Design mem_dump_tx, sky130hd; sources not shown.
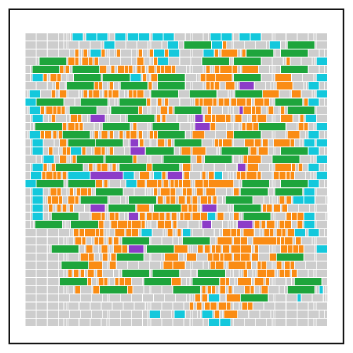
Figure 1: run 1, cells coloured by class.
Drawn at 3 px/µm. Fill, decap, tap and diode cells in grey.
- combinational and other logic: orange (cells 412)
- clock drivers and dummy loads: purple (cells 16)
- sequential cells: green (cells 85)
- remaining buffers and delay cells: cyan (cells 78)
CORE AREA: 0.00986 mm²
row cnt: 36
final design utilization: 56.7%
flop share of the area: 38.1%

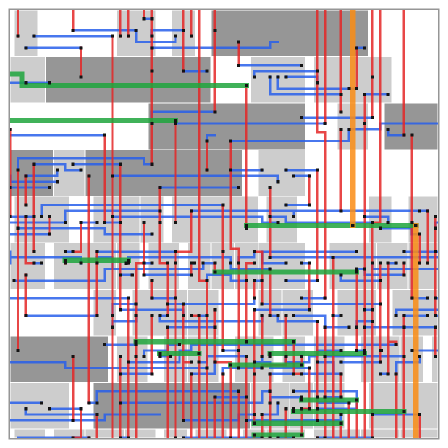
Figure 2: run 1, close-up of the layout.
Region (43, 43) to (68, 68) µm. Cells in grey, sequential cells in the stronger grey; small squares are vias.
- metal 1: blue
- metal 3: green
- metal 4: orange
- metal 2: red
- sequential cells in the window: 6
- cells with their middle in the window: 51
- most frequent: nand2_1 (6)

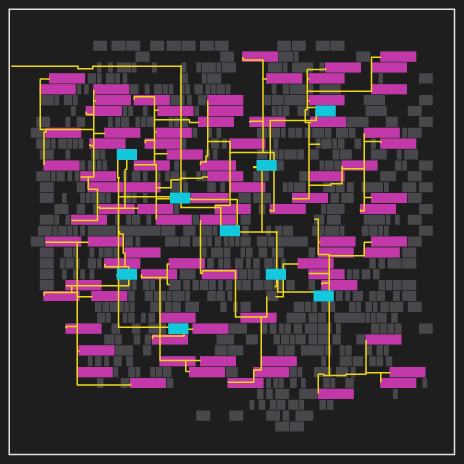
Figure 3: run 1, clock distribution.
Drawn at 4 px/µm.
- flip-flops: magenta (count 85)
- clock wires: yellow (length 1070 µm)
- clock drivers: cyan (count 9)
- routed clock nets: 10
Clock Power: 332 µW
clk ins delay skew pair: 0.36 ns

==> ci_impl_report.md, run 1 <==
### Flow metrics

| Metric | Value |
|---|---|
| Outcome | complete, but fails checks |
| Failing checks | capacitance limit, slew limit |
| CTS sink cnt | 85 |
| Initial Utilization | 46.5% |
| Max-Cap Viols | 2 |
| Worst setup SP type | input pin |
| Routed wire length per instance | 14.5 µm |
| Synthesized instance count | 530 |
| Setup CP Type | in -> async |
| Yosys stat area | 0.00458 mm² |
| Final max-slew violation count | 88 |
| Hold path cells | 1 |
| Final Hold Vio Count | 0 |
| Clock Tree Buf Depth | 2 |
| Inserted Clock Buffers | 9 |
| Arrival time at the worst endpoint | 4.03 ns |
| Cell depth of the worst setup path | 2 |
| Die W | 111 µm |
| Routed vias/inst | 5.47 |
| Metal2 WL | 4930 µm |
| Seq cells | 85 |
| WL met1 | 4830 µm |
| Rel. slew slack | -97.8% |
| Avg Inst Size Synth | 8.65 µm² |
| Largest net degree at the start of global routing | 86 |
| FILL cells | 891 |
| Fin nets | 649 |
| RSZ-0062 raised after global routing | false |
| Synth Register Bits | 85 |
==> run 1: per-stage QoR <==
step           util [%]  area [µm²]  setup WS (ns)  instances
6_report           56.7        5590           3.18        724
5_1_grt            56.7        5590           2.20        724
4_1_cts            56.5        5570           4.59        722
3_5_place_dp       54.5        5370           4.60        706
3_3_place_gp       54.5        5370           4.65        706
2_1_floorplan         -        4580           4.98        530
==> run 1: Yosys cell counts, drive strengths merged, types with 7 or more instances <==
library cell / number
nand2: 98
dfrtp: 84
nor2: 67
o21ai: 47
a31oi: 38
clkbuf: 31
a21oi: 22
mux2: 13
nand3: 13
nor3: 13
inv: 11
and3: 9
xnor2: 8
ha: 7
==> run 1: report_power, final <==
group	switching [µW]	total, µW	leakage, µW	internal, µW
combinational	490	894	0.00122	404
clock	174	332	0.0000895	158
sequential	185	835	0.000997	650
==> run 1: cell families after synthesis <==
kind of cell	Yosys count	synth area share [%]
AND/OR/NAND/NOR	228	22.6
AND-OR/OR-AND	140	18.7
flip-flops	85	46.4
buffers and inverters	44	3.96
multiplexers	15	4.28
XOR/XNOR	11	2.10
adder cells (fa/ha/maj)	7	1.91
==> run 1: placed cells by master, fill, tap and decap left out, types with 9 or more instances in the layout <==
cell / Yosys / final
clkbuf_8: 0 / 9
a21oi_1: 22 / 22
nand2_1: 98 / 98
clkdlybuf4s50_1: 0 / 64
o21ai_0: 46 / 45
nor2_1: 67 / 66
dfrtp_1: 84 / 84
inv_1: 11 / 11
nand3_1: 13 / 13
a31oi_1: 38 / 38
nor3_1: 12 / 11
==> run 1: layer usage <==
metal / track usage, % / up-vias
li1: - / 1973
met1: 23.6 / 1851
met2: 28.2 / 123
met3: 4.86 / 12
met4: 5.67 / 0
met5: 0 / -
Figure 4. Placement density heat map (run 1).
Drawn at 2 px/µm. The die is cut into 11 by 11 equal tiles; black is low, pale yellow is high, 0 to 100% covered.
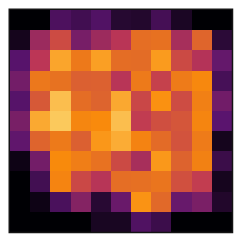

--- run 2 (diff from run 1) ---
==> constraint.sdc (replaced) <==
create_clock -name clk -period 3.66 [get_ports clk]
set_input_delay 0.366 -clock clk [delete_from_list [all_inputs] [get_ports clk]]
set_output_delay 0.366 -clock clk [all_outputs]
set_load 0.02 [all_outputs]
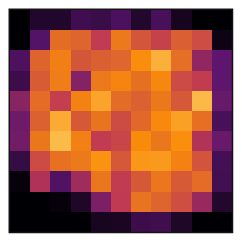
Figure 5: run 2, placement density heat map.
Drawn at 2 px/µm. The die is cut into 11 by 11 equal tiles; black is low, pale yellow is high, 0 to 100% covered.
- mean over tiles: 45%
- tiles over 75% full: 9.1%
- densest ninth of the die: centre
- fullest tile: 85%
- emptiest ninth of the die: south-west
Initial Utilization: 46.5%
final design utilization: 57.2%

==> run 2 against run 1 <==
Net effect: the run still ends with capacitance limit, slew limit left; design area grew 0.92%; worst setup slack lost 2.1 ns; register-to-register slack lost 3.5 ns; synthesized area is the same; critical path depth grew 6; largest cell class unchanged; highest routed layer unchanged.
==> ci_impl_report.md, run 2 <==
### Flow metrics

| Metric | Value |
|---|---|
| Pre-CTS WS | 1.07 ns (-3.53 ns) |
| Switching share of total power | 39.7% (-1.5 points) |
| Final max-slew violation count | 60 (-32%) |
| Buffers on Ports | 72 |
| Cell depth of the worst setup path | 8 (+6) |
| Die W | 111 µm (unchanged) |
| TNS Setup | 0 ns |
| CORE AREA | 0.00986 mm² (unchanged) |
| RSZ-0062 raised after global routing | false |
| Failing checks | capacitance limit, slew limit |
| Final setup margin | 1.07 ns (-2.11 ns) |
| Worst setup SP type | register |
| Clk ins delay skew pair | 0.35 ns (about the same) |
| Synthesized instance count | 530 (unchanged) |
| Largest net degree at the start of global routing | 63 (-27%) |
| Clock network fraction of total power | 18.7% (+2.6 points) |
| CTS sink cnt | 85 (unchanged) |
| Most frequent cells after synthesis | nand2_1, dfrtp_1, nor2_1, o21ai_0, a31oi_1 |
| Routed vias/inst | 5.60 (+2.3%) |
| Routed wire length per instance | 14.8 µm (+2.0%) |
| Post-route insts no fill | 725 (+0.14%) |
| First-pass DRT Iterations | 4 |
| Sw power | 1710 µW (+100%) |
| Yosys stat area | 0.00458 mm² (unchanged) |
| Most frequent logic cell in the layout | nand2_1 |
| Placed cell area | 0.00540 mm² (+0.56%) |
| Inserted Clock Buffers | 9 (unchanged) |
| Synth Register Bits | 85 (unchanged) |
| Clock Tree Buf Depth | 2 (unchanged) |
| Max-Cap Viols | 1 (-1) |
| Arrival time at the worst endpoint | 2.84 ns (-1.19 ns) |
| Avg Inst Size Synth | 8.65 µm² (unchanged) |
| WL met1 | 4630 µm (-4.3%) |
| Count leader, synth | nand2_1 |
| Fin nets | 651 (+0.31%) |
| Row cnt | 36 (unchanged) |
| Rel. slew slack | -0.246% (+98 points) |
| Pleak | 0.00235 µW |
| Final Hold Vio Count | 0 (unchanged) |
| Outcome | complete, but fails checks |
| Sequential fraction of design power | 39.3% (-1.2 points) |
| Metal2 WL | 5370 µm (+9.1%) |
| TritonCTS clock tree | built |
| Share of power burned in combinational logic | 42.0% (-1.4 points) |
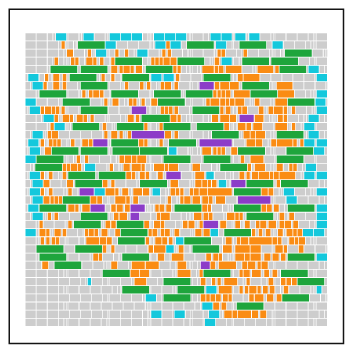
Figure 6: run 2, cells coloured by class.
Drawn at 3 px/µm. Fill, decap, tap and diode cells in grey.
- sequential cells: green (cells 85)
- combinational and other logic: orange (cells 412)
- remaining buffers and delay cells: cyan (cells 80)
- clock drivers and dummy loads: purple (cells 15)
flop share of the area: 37.7%
Finished Cell Area: 0.00564 mm²

run 2: cell counts after synthesis:
No cell type changed its count.
run 2: layer usage:
| layer | track usage, % | vias to the layer above |
|---|---|---|
| met5 | 0 | - |
| met4 | 5.50 | 0 |
| met3 | 4.59 | 12 |
| met2 | 28.8 | 96 |
| met1 | 22.8 | 1968 |
| li1 | - | 1981 |
run 2: area by class of cell:
type | count | share of cell area [%]
multi-input cells | 401 | 40.6
repair buffers | 80 | 13.7
clock inverters | 5 | 1.91
inverters | 11 | 0.732
well taps | 133 | 2.95
clock buffers | 10 | 2.44
flip-flops and latches | 85 | 37.7
run 2: logic make-up after synthesis:
family,count (synthesis),share of synthesized area (%)
and+or+nand+nor,228,22.6
muxes,15,4.28
AOI/OAI and AO/OA,140,18.7
adders and majority gates,7,1.91
DFF,85,46.4
buffers and inverters,44,3.96
xor gates and xnor gates,11,2.10
run 2: stage by stage:
stage	utilization, %	hold slack (ns)
finish	57.2	0.372
global route	57.2	0.507
CTS	57.2	0.103
detailed placement	54.8	0.491
global placement	54.8	0.484
floorplan	-	0.0704
run 2: power by group through the flow:
stage,sequential (µW),combinational [µW],clock (µW)
after floorplan,1660,1300,0
after global placement,1690,1790,0
after detailed placement,1710,1840,0
after CTS,1690,1840,825
after global routing,1750,2040,864
final,1690,1810,806
Power figures rest on the tool's default switching activity, not on a simulated workload.
